[src/rtl/fft_pkg.sv]
// fft_pkg: shared constants and types for the FFT frame scheduler slice.
//   N / NB     : FFT frame length and its counter width
//   DW         : signed sample width (re/im)
//   TAG_W      : width of one in-flight frame tag (source channel)
//   TAG_DEPTH  : default number of frames allowed in flight
//   state_t    : scheduler FSM states
package fft_pkg;

  localparam int unsigned N         = 64;
  localparam int unsigned NB        = $clog2(N);
  localparam int unsigned DW        = 16;
  localparam int unsigned TAG_W     = 1;
  localparam int unsigned TAG_DEPTH = 4;

  typedef enum logic [1:0] {
    IDLE,
    GRANT,
    STREAM
  } state_t;

endpackage

[src/rtl/fft_frame_sched_if.sv]
// fft_frame_sched_if: sample bus between the frame scheduler and corefft.
//   fft_din_en/re/im             : scheduler -> core input samples
//   fft_dout_en/cnt/re/im        : core -> scheduler result bins
// Modports: master = scheduler side, slave = core side.
interface fft_frame_sched_if #(
  parameter int unsigned DW = fft_pkg::DW,
  parameter int unsigned NB = fft_pkg::NB
);

  logic                 fft_din_en;
  logic signed [DW-1:0] fft_din_re;
  logic signed [DW-1:0] fft_din_im;
  logic                 fft_dout_en;
  logic [NB-1:0]        fft_dout_cnt;
  logic signed [DW-1:0] fft_dout_re;
  logic signed [DW-1:0] fft_dout_im;

  modport master (
    output fft_din_en, fft_din_re, fft_din_im,
    input  fft_dout_en, fft_dout_cnt, fft_dout_re, fft_dout_im
  );

  modport slave (
    input  fft_din_en, fft_din_re, fft_din_im,
    output fft_dout_en, fft_dout_cnt, fft_dout_re, fft_dout_im
  );

endinterface

[src/rtl/fft_tag_fifo.sv]
// fft_tag_fifo: small synchronous FIFO holding the source-channel tag of
// each frame currently inside the FFT core.
//   clk, areset : clock, synchronous active-high reset (empties the FIFO)
//   push, push_data : write a tag (ignored when full unless popping too)
//   pop         : discard the head tag (ignored when empty)
//   head        : tag at the head of the FIFO
//   full, empty : occupancy flags
// DEPTH must be a power of two >= 2. Push and pop in the same cycle is
// accepted even when full.
module fft_tag_fifo
  import fft_pkg::*;
#(
  parameter int unsigned DEPTH = TAG_DEPTH,
  parameter int unsigned W     = TAG_W
) (
  input  logic         clk,
  input  logic         areset,
  input  logic         push,
  input  logic [W-1:0] push_data,
  input  logic         pop,
  output logic [W-1:0] head,
  output logic         full,
  output logic         empty
);

  localparam int unsigned AW = $clog2(DEPTH);
  localparam logic [AW:0] FULL_CNT = DEPTH[AW:0];

  logic [W-1:0]  mem [DEPTH];
  logic [AW-1:0] wr_ptr;
  logic [AW-1:0] rd_ptr;
  logic [AW:0]   count;
  logic          pop_ok;
  logic          push_ok;

  assign empty   = (count == '0);
  assign full    = (count == FULL_CNT);
  assign pop_ok  = pop & ~empty;
  assign push_ok = push & (~full | pop_ok);
  assign head    = mem[rd_ptr];

  always_ff @(posedge clk) begin
    if (push_ok) mem[wr_ptr] <= push_data;
  end

  always_ff @(posedge clk) begin
    if (areset) begin
      wr_ptr <= '0;
      rd_ptr <= '0;
      count  <= '0;
    end else begin
      if (push_ok) wr_ptr <= wr_ptr + 1'b1;
      if (pop_ok)  rd_ptr <= rd_ptr + 1'b1;
      if (push_ok && !pop_ok)      count <= count + 1'b1;
      else if (pop_ok && !push_ok) count <= count - 1'b1;
    end
  end

endmodule

[src/rtl/fft_frame_sched.sv]
// fft_frame_sched: two-channel round-robin frame scheduler in front of a
// 64-point pipelined FFT core. Streams gap-free N-sample frames into the
// core and tags each result frame with its source channel.
//   clk, areset           : clock, synchronous active-high reset
//   ch_req / ch_gnt       : per-channel frame request (level) / grant pulse
//   ch_valid, chX_re/im   : per-channel sample valid and data
//   core (master)         : fft_din_* to the core, fft_dout_* from the core
//   out_valid/ch/idx/sof/eof/re/im : registered, tagged result bins
//   underrun              : sticky zero-fill flag for the current frame
//   err_orphan            : core output seen with no frame in flight
// Build option FFT_SCHED_FRAME_CNT_EN adds per-channel 16-bit completed-
// frame counters on frame_cnt0 / frame_cnt1.
module fft_frame_sched
  import fft_pkg::*;
#(
  parameter int unsigned N         = fft_pkg::N,
  parameter int unsigned DW        = fft_pkg::DW,
  parameter int unsigned TAG_DEPTH = fft_pkg::TAG_DEPTH,
  localparam int unsigned NB       = $clog2(N)
) (
  input  logic                 clk,
  input  logic                 areset,
  input  logic [1:0]           ch_req,
  output logic [1:0]           ch_gnt,
  input  logic [1:0]           ch_valid,
  input  logic signed [DW-1:0] ch0_re,
  input  logic signed [DW-1:0] ch0_im,
  input  logic signed [DW-1:0] ch1_re,
  input  logic signed [DW-1:0] ch1_im,
  fft_frame_sched_if.master    core,
  output logic                 out_valid,
  output logic                 out_ch,
  output logic [NB-1:0]        out_idx,
  output logic                 out_sof,
  output logic                 out_eof,
  output logic signed [DW-1:0] out_re,
  output logic signed [DW-1:0] out_im,
  output logic                 underrun,
  output logic                 err_orphan
`ifdef FFT_SCHED_FRAME_CNT_EN
  ,
  output logic [15:0]          frame_cnt0,
  output logic [15:0]          frame_cnt1
`endif
);

  localparam logic [NB-1:0] LAST_IDX = NB'(N - 1);

  state_t        state;
  state_t        state_nxt;
  logic          sel;
  logic          last_ch;
  logic          pick;
  logic [NB-1:0] in_cnt;
  logic          can_grant;
  logic          tag_push;
  logic          tag_pop;
  logic [TAG_W-1:0] tag_head;
  logic          tag_full;
  logic          tag_empty;

  // A pop in this cycle frees a slot for a grant in the very next cycle.
  assign tag_pop   = core.fft_dout_en && (core.fft_dout_cnt == LAST_IDX);
  assign can_grant = (|ch_req) && (!tag_full || tag_pop);

  always_comb begin
    pick = 1'b0;
    case (ch_req)
      2'b01:   pick = 1'b0;
      2'b10:   pick = 1'b1;
      2'b11:   pick = ~last_ch;
      default: pick = 1'b0;
    endcase
  end

  always_ff @(posedge clk) begin
    if (areset) state <= IDLE;
    else        state <= state_nxt;
  end

  always_comb begin
    state_nxt = state;
    ch_gnt    = '0;
    tag_push  = 1'b0;
    case (state)
      IDLE: begin
        if (can_grant) state_nxt = GRANT;
      end
      GRANT: begin
        ch_gnt    = sel ? 2'b10 : 2'b01;
        tag_push  = 1'b1;
        state_nxt = STREAM;
      end
      STREAM: begin
        if (in_cnt == LAST_IDX) state_nxt = IDLE;
      end
      default: state_nxt = IDLE;
    endcase
  end

  always_ff @(posedge clk) begin
    if (areset) begin
      sel             <= 1'b0;
      last_ch         <= 1'b1;
      in_cnt          <= '0;
      underrun        <= 1'b0;
      core.fft_din_en <= 1'b0;
      core.fft_din_re <= '0;
      core.fft_din_im <= '0;
    end else begin
      core.fft_din_en <= 1'b0;
      core.fft_din_re <= '0;
      core.fft_din_im <= '0;
      case (state)
        IDLE: begin
          if (can_grant) sel <= pick;
        end
        GRANT: begin
          last_ch  <= sel;
          underrun <= 1'b0;
          in_cnt   <= '0;
        end
        STREAM: begin
          core.fft_din_en <= 1'b1;
          in_cnt <= (in_cnt == LAST_IDX) ? '0 : in_cnt + 1'b1;
          if (ch_valid[sel]) begin
            core.fft_din_re <= sel ? ch1_re : ch0_re;
            core.fft_din_im <= sel ? ch1_im : ch0_im;
          end else begin
            underrun <= 1'b1;
          end
        end
        default: ;
      endcase
    end
  end

  fft_tag_fifo #(
    .DEPTH (TAG_DEPTH),
    .W     (TAG_W)
  ) u_tag_fifo (
    .clk       (clk),
    .areset    (areset),
    .push      (tag_push),
    .push_data (sel),
    .pop       (tag_pop),
    .head      (tag_head),
    .full      (tag_full),
    .empty     (tag_empty)
  );

  always_ff @(posedge clk) begin
    if (areset) begin
      out_valid  <= 1'b0;
      out_ch     <= 1'b0;
      out_idx    <= '0;
      out_sof    <= 1'b0;
      out_eof    <= 1'b0;
      out_re     <= '0;
      out_im     <= '0;
      err_orphan <= 1'b0;
    end else begin
      out_valid  <= core.fft_dout_en;
      out_ch     <= core.fft_dout_en && !tag_empty && tag_head[0];
      out_idx    <= core.fft_dout_cnt;
      out_sof    <= core.fft_dout_en && (core.fft_dout_cnt == '0);
      out_eof    <= core.fft_dout_en && (core.fft_dout_cnt == LAST_IDX);
      out_re     <= core.fft_dout_re;
      out_im     <= core.fft_dout_im;
      err_orphan <= core.fft_dout_en && tag_empty;
    end
  end

`ifdef FFT_SCHED_FRAME_CNT_EN
  always_ff @(posedge clk) begin
    if (areset) begin
      frame_cnt0 <= '0;
      frame_cnt1 <= '0;
    end else if (out_valid && out_eof) begin
      if (out_ch) frame_cnt1 <= frame_cnt1 + 1'b1;
      else        frame_cnt0 <= frame_cnt0 + 1'b1;
    end
  end
`endif

endmodule

[src/flat_wrapper.sv]
// flat-port wrapper written by rule: the top's interface ports become plain ports
module fft_frame_sched_flat import fft_pkg::*;
#(
  parameter int unsigned N         = fft_pkg::N,
  parameter int unsigned DW        = fft_pkg::DW,
  parameter int unsigned TAG_DEPTH = fft_pkg::TAG_DEPTH,
  localparam int unsigned NB       = $clog2(N)
)
  (clk, areset, ch_req, ch_gnt, ch_valid, ch0_re, ch0_im, ch1_re, ch1_im, out_valid, out_ch, out_idx, out_sof, out_eof, out_re, out_im, underrun, err_orphan, core_fft_din_en, core_fft_din_re, core_fft_din_im, core_fft_dout_en, core_fft_dout_cnt, core_fft_dout_re, core_fft_dout_im);
  fft_frame_sched_if #(.DW(DW), .NB(NB)) core_i ();
  input  logic clk;
  input  logic areset;
  input  logic [1:0] ch_req;
  output logic [1:0] ch_gnt;
  input  logic [1:0] ch_valid;
  input  logic signed [DW-1:0] ch0_re;
  input  logic signed [DW-1:0] ch0_im;
  input  logic signed [DW-1:0] ch1_re;
  input  logic signed [DW-1:0] ch1_im;
  output logic out_valid;
  output logic out_ch;
  output logic [NB-1:0] out_idx;
  output logic out_sof;
  output logic out_eof;
  output logic signed [DW-1:0] out_re;
  output logic signed [DW-1:0] out_im;
  output logic underrun;
  output logic err_orphan;
  output wire logic [$bits(core_i.fft_din_en)-1:0] core_fft_din_en;
  output wire logic [$bits(core_i.fft_din_re)-1:0] core_fft_din_re;
  output wire logic [$bits(core_i.fft_din_im)-1:0] core_fft_din_im;
  input wire logic [$bits(core_i.fft_dout_en)-1:0] core_fft_dout_en;
  input wire logic [$bits(core_i.fft_dout_cnt)-1:0] core_fft_dout_cnt;
  input wire logic [$bits(core_i.fft_dout_re)-1:0] core_fft_dout_re;
  input wire logic [$bits(core_i.fft_dout_im)-1:0] core_fft_dout_im;
  assign core_fft_din_en = core_i.fft_din_en;
  assign core_fft_din_re = core_i.fft_din_re;
  assign core_fft_din_im = core_i.fft_din_im;
  assign core_i.fft_dout_en = core_fft_dout_en;
  assign core_i.fft_dout_cnt = core_fft_dout_cnt;
  assign core_i.fft_dout_re = core_fft_dout_re;
  assign core_i.fft_dout_im = core_fft_dout_im;
  fft_frame_sched #(.N(N), .DW(DW), .TAG_DEPTH(TAG_DEPTH)) u_core (.clk(clk), .areset(areset), .ch_req(ch_req), .ch_gnt(ch_gnt), .ch_valid(ch_valid), .ch0_re(ch0_re), .ch0_im(ch0_im), .ch1_re(ch1_re), .ch1_im(ch1_im), .core(core_i), .out_valid(out_valid), .out_ch(out_ch), .out_idx(out_idx), .out_sof(out_sof), .out_eof(out_eof), .out_re(out_re), .out_im(out_im), .underrun(underrun), .err_orphan(err_orphan));
endmodule
[config.mk]
export PLATFORM = sky130hd
export DESIGN_NAME = fft_frame_sched_flat
export DESIGN_NICKNAME = d
export VERILOG_FILES = /design/src/rtl/fft_pkg.sv /design/src/rtl/fft_frame_sched_if.sv /design/src/rtl/fft_tag_fifo.sv /design/src/rtl/fft_frame_sched.sv /design/src/flat_wrapper.sv
export SDC_FILE = /design/constraint.sdc
export NUM_CORES = 1
export LEC_CHECK = 0
export CAP_MARGIN = 20
export CORE_ASPECT_RATIO = 1.75
export CORE_MARGIN = 4
export CORE_UTILIZATION = 36
export CTS_BUF_LIST = sky130_fd_sc_hd__clkbuf_8
export CTS_CLUSTER_DIAMETER = 200
export DETAILED_ROUTE_END_ITERATION = 7
export PLACE_DENSITY = 0.76
export RECOVER_POWER = 25
export SLEW_MARGIN = 10
export SYNTH_ARGS = -nofsm -noshare
export SYNTH_HDL_FRONTEND = slang
export SYNTH_HIERARCHICAL = 1
export SYNTH_SLANG_ARGS = --single-unit
[constraint.sdc]
create_clock -name clk -period 4.12 [get_ports clk]
set_clock_uncertainty 0.15 [all_clocks]
set_input_delay 1.236 -clock clk [delete_from_list [all_inputs] [get_ports clk]]
set_output_delay 1.236 -clock clk [all_outputs]
set_load 0.01 [all_outputs]
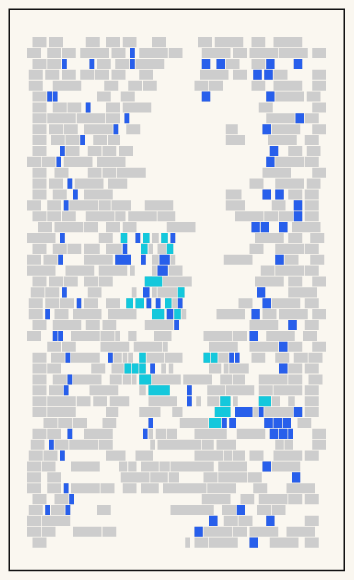
(run_1/gate_families.png)
Drawn at 4 px/um.
legend:
  blue:
    family: NOR gates
    cells: 98
    where: widely spread
  cyan:
    family: inverting AOI/OAI gates
    cells: 24
    where: center
logic share of the area: 24.69%
fin cells: 644
Commonest Layout Cell: clkdlybuf4s50_1

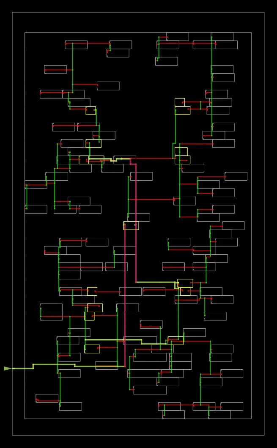
(run_1/final_clocks.png)
Latency at later pin: 0.36 ns
CTS Sinks: 100

==> deck_impl_summary.md, run 1 <==
Synthesis and Place & Route Summary

Status
  • Outcome: finished, violations left
  • Failing checks: capacitance limit, slew limit

Pwr
  • PD cells: 426.2 nW/um^2

Synth
  • Syn Inst Count: 330
  • Nets at Floorplan: approximately 450
  • Flops out of synthesis: 100

Job
  • Max Cap Viol: 2

Timing
  • Peak Freq: 267.6 MHz
  • RSZ-0062 raised after global routing: false
  • Rel. slew slack: -61.17%
  • Final Max Slew Viols: 79
  • Tcrit/Tclk final: 90.69%

Routing
  • Drt first pass iters: 4
  • Iter 0 DRT Violations: 65
  • # DRC: 0

Clock tree
  • CTS max path bufs: 2
  • Clock-pin slew on the worst setup and hold paths: 0.09 ns

Worst setup path
  • Setup crit start kind: input pin

Worst hold path
  • WHS Path Cells: 1
  • Hold Crit Start: u_core/underrun

Die
  • DIE AREA: 11670 um^2
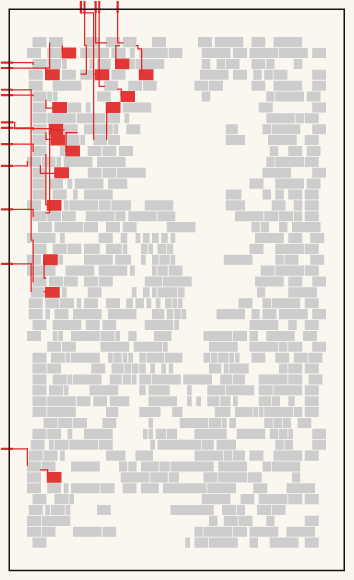
(run_1/port_nets.png)
Drawn at 4 px/um.
legend:
  red:
    port: ch0_re
    bits: 16
    direction: input
    edge: 11 left, 5 top
    end_cells: 16
    buffers: 16
    wire: 327 um

[run 1: cells in the mapped netlist, types with 2 or more instances]
| master | count | area (um^2) |
|---|---|---|
| a21oi_1 | 10 | 50.05 |
| and2_1 | 2 | 12.51 |
| and2_2 | 4 | 30.03 |
| and3_1 | 2 | 12.51 |
| buf_2 | 4 | 20.02 |
| buf_6 | 3 | 33.78 |
| clkbuf_1 | 5 | 18.77 |
| dfxtp_1 | 96 | 1922 |
| edfxtp_1 | 4 | 120.1 |
| ha_1 | 9 | 112.6 |
| inv_1 | 10 | 37.54 |
| mux2_4 | 2 | 30.03 |
| mux2i_1 | 34 | 340.3 |
| nand2_1 | 8 | 30.03 |
| nand2b_1 | 2 | 12.51 |
| nand3_1 | 4 | 20.02 |
| nand4_1 | 2 | 12.51 |
| nor2_1 | 51 | 191.4 |
| nor2b_1 | 39 | 244.0 |
| nor3_1 | 3 | 15.01 |
| nor3b_1 | 2 | 15.01 |
| o21ai_0 | 5 | 25.02 |
| o21ai_2 | 2 | 17.52 |
| or2_2 | 2 | 12.51 |
| xor2_1 | 4 | 35.03 |
[run 1: final cells by class]
cell class | instances | share of cell area (%)
multi-input combinational | 205 | 24.69
inverter | 11 | 0.7224
sequential | 100 | 35.73
tap | 122 | 2.671
clock buffer | 9 | 2.167
timing repair buffer | 190 | 32.90
clock inverter | 7 | 1.116
[run 1: per-stage QoR]
stage	instance area, um^2	setup slack (ns)	hold WS (ns)	std cells
6_report	5715	0.3835	0.3255	644
5_1_grt	5715	0.2438	0.3591	644
4_1_cts	5729	0.4165	0.3301	644
3_5_place_dp	5542	0.04226	0.3078	628
3_3_place_gp	5542	0.1405	0.2933	628
2_1_floorplan	3582	0.5684	0.2857	330
[run 1: flip-flops by register name, summed over array words and instances, names as in the netlist, 3 cells and up, named ones only]
register                 count
u_core/core.fft_din_im      16
u_core/core.fft_din_re      16
u_core/out_im               16
u_core/out_re               16
u_core/in_cnt                6
u_core/out_idx               6
u_core/u_tag_fifo/mem        4
u_core/u_tag_fifo/count      3
[run 1: worst max path at each step]
stage,slack [ns],to,start,depth (start not counted)
global placement,0.14,u_core/u_tag_fifo/count[2],core_fft_dout_cnt[4],12
global route,0.24,u_core/u_tag_fifo/count[2],core_fft_dout_cnt[3],12
detailed placement,0.04,u_core/u_tag_fifo/count[2],core_fft_dout_cnt[3],12
CTS,0.42,u_core/u_tag_fifo/count[2],core_fft_dout_cnt[3],12
floorplan,0.57,u_core/u_tag_fifo/count[2],core_fft_dout_en,11
finish,0.38,u_core/u_tag_fifo/count[2],core_fft_dout_cnt[3],12
[run 1: layer usage]
metal	global-route usage, %	routed length (um)
met5	0	0
met4	5.082	89
met3	8.049	1180
met2	27.88	4616
met1	14.67	3139
[run 1: kinds of logic (layout without fill, tap and decap cells)]
kind of cell,count (synthesis),in the layout
mux,37,37
buf+inv,25,217
compound gates,26,26
xor+xnor,4,4
simple gates,128,128
flops,100,100
fa+ha+maj,10,10
[run 1: report_power, final]
part / switching (W) / internal [W]
logic: 0.000331 / 0.000393
clock network: 0.000357 / 0.000235
registers: 0.0000562 / 0.00106
==> run 1 -> run 2 <==
CTS_CLUSTER_SIZE = 16   (was unset)
SETUP_SLACK_MARGIN = 0.15   (was unset)
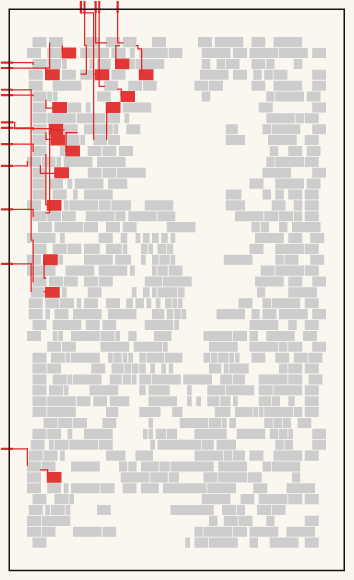
(run_2/port_nets.png)
Drawn at 4 px/um.
legend:
  red:
    port: ch0_re
    bits: 16
    direction: input
    edge: 11 left, 5 top
    end_cells: 16
    buffers: 16
    wire: 327 um

==> deck_impl_summary.md, run 2 <==
Synthesis and Place & Route Summary

Clock tree
  • Latency at later pin: 0.36 ns (about the same)
  • CTS Sinks: 100 (unchanged)
  • Clock-pin slew on the worst setup and hold paths: 0.09 ns (about the same)
  • CTS max path bufs: 2 (unchanged)

Pwr
  • PD cells: 426.2 nW/um^2 (unchanged)
  • Clock power frac: 24.3% (about the same)
  • Int Pwr: 0.001691 W (unchanged)
  • Net Switching: 0.0007444 W (unchanged)
  • Sw Share: 30.56% (unchanged)
  • Combinational share of power: 29.7% (about the same)
  • Sequential share of power: 46.0% (about the same)

Timing
  • Tcrit/Tclk final: 90.69% (unchanged)
  • Rel. slew slack: -61.17% (unchanged)
  • RSZ-0062 raised after global routing: false (unchanged)
  • Worst hold slack: 0.3255 ns (unchanged)
  • Final Max Slew Viols: 79 (unchanged)

Synth
  • Nets at Floorplan: 449 (unchanged)
  • Post-synth area hogs: dfxtp_1, mux2i_1, nor2b_1 (unchanged)
  • Flops out of synthesis: 100 (unchanged)
  • Yosys top cell by area: dfxtp_1 (unchanged)
  • Top cell area share: 53.65% (unchanged)

Job
  • Max Cap Viol: 2 (unchanged)

Status
  • Outcome: finished, violations left (unchanged)
  • Failing checks: capacitance limit, slew limit (unchanged)

Worst hold path
  • WHS Path Cells: 1 (unchanged)

Worst setup path
  • WP depth: 12 (unchanged)
  • Setup crit start kind: input pin (unchanged)

Global route
  • GR Util met2: 27.88% (unchanged)
  • Met1 usage: 14.67% (unchanged)
  • Grt peak-use layer: met2 (unchanged)

Final layout
  • Commonest Layout Cell: clkdlybuf4s50_1 (unchanged)

Routing
  • Iter 0 DRT Violations: 65 (unchanged)
  • Drt first pass iters: 4 (unchanged)
  • # DRC: 0 (unchanged)
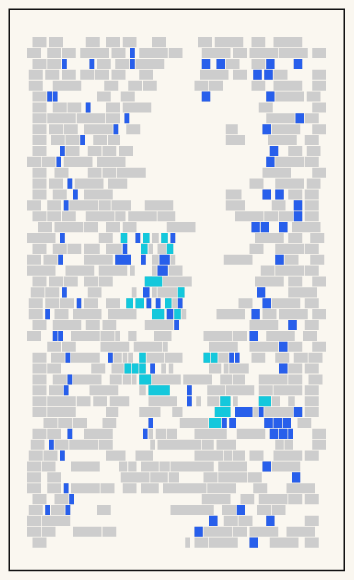
(run_2/gate_families.png)
Drawn at 4 px/um.
legend:
  cyan:
    family: inverting AOI/OAI gates
    cells: 24
    where: center
  blue:
    family: NOR gates
    cells: 98
    where: widely spread

==> run 2: cell counts after synthesis <==
No cell type changed its count.
==> run 2: logic make-up after synthesis <==
family                   count (synthesis)  share of synthesized area [%]
flip-flops                             100                          57.00
buffers and inverters                   25                          3.493
adder cells (fa/ha/maj)                 10                          3.702
AND/OR/NAND/NOR                        128                          18.86
AND-OR/OR-AND                           26                          4.995
XOR/XNOR                                 4                         0.9779
multiplexers                            37                          10.97
==> run 2: worst reg2reg max path: stages, from the launching register on <==
cell and delay (ns):
dfxtp_1 0.35, clkbuf_1 1.73, mux2_1 0.47, nand2_4 0.29, nor2_1 0.13
==> run 2: worst paths after layout <==
check                                          start                          to
worst max-delay path            core_fft_dout_cnt[3]  u_core/u_tag_fifo/count[2]
worst min-delay path                 u_core/underrun             u_core/underrun
worst max register to register            u_core/sel  u_core/core.fft_din_re[14]
worst min register to register       u_core/underrun             u_core/underrun
==> run 2: stage by stage <==
stage	std cells	util [%]	instance area [um^2]	worst slack (ns)
detailed placement	628	57.81	5542	0.04226
global route	644	59.63	5715	0.2438
floorplan	330	-	3582	0.5684
CTS	644	59.77	5729	0.4165
global placement	628	57.81	5542	0.1405
finish	644	59.63	5715	0.3835
==> run 2: layout make-up <==
type,count,area (um^2),share of cell area (%)
Tap cell,122,152.6,2.671
Inverter,11,41.29,0.7224
Timing Repair Buffer,190,1881,32.90
Clock inverter,7,63.81,1.116
Multi-Input combinational cell,205,1411,24.69
Sequential cell,100,2042,35.73
Clock buffer,9,123.9,2.167
==> run 2: power groups by stage <==
stage               Combinational [W]  Clock (W)  Sequential (W)
floorplan                    0.000409          0         0.00115
global placement             0.000699          0         0.00114
detailed placement           0.000720          0         0.00114
CTS                          0.000726   0.000616         0.00112
global route                 0.000800   0.000660         0.00113
finish                       0.000724   0.000592         0.00112
==> run 2: metal layers <==
layer / vias up / share of wire (%)
li1: 1453 / -
met1: 1301 / 35
met2: 157 / 51
met3: 5 / 13
met4: 0 / 0.99
met5: - / 0
Power and IR drop assume default switching activity.
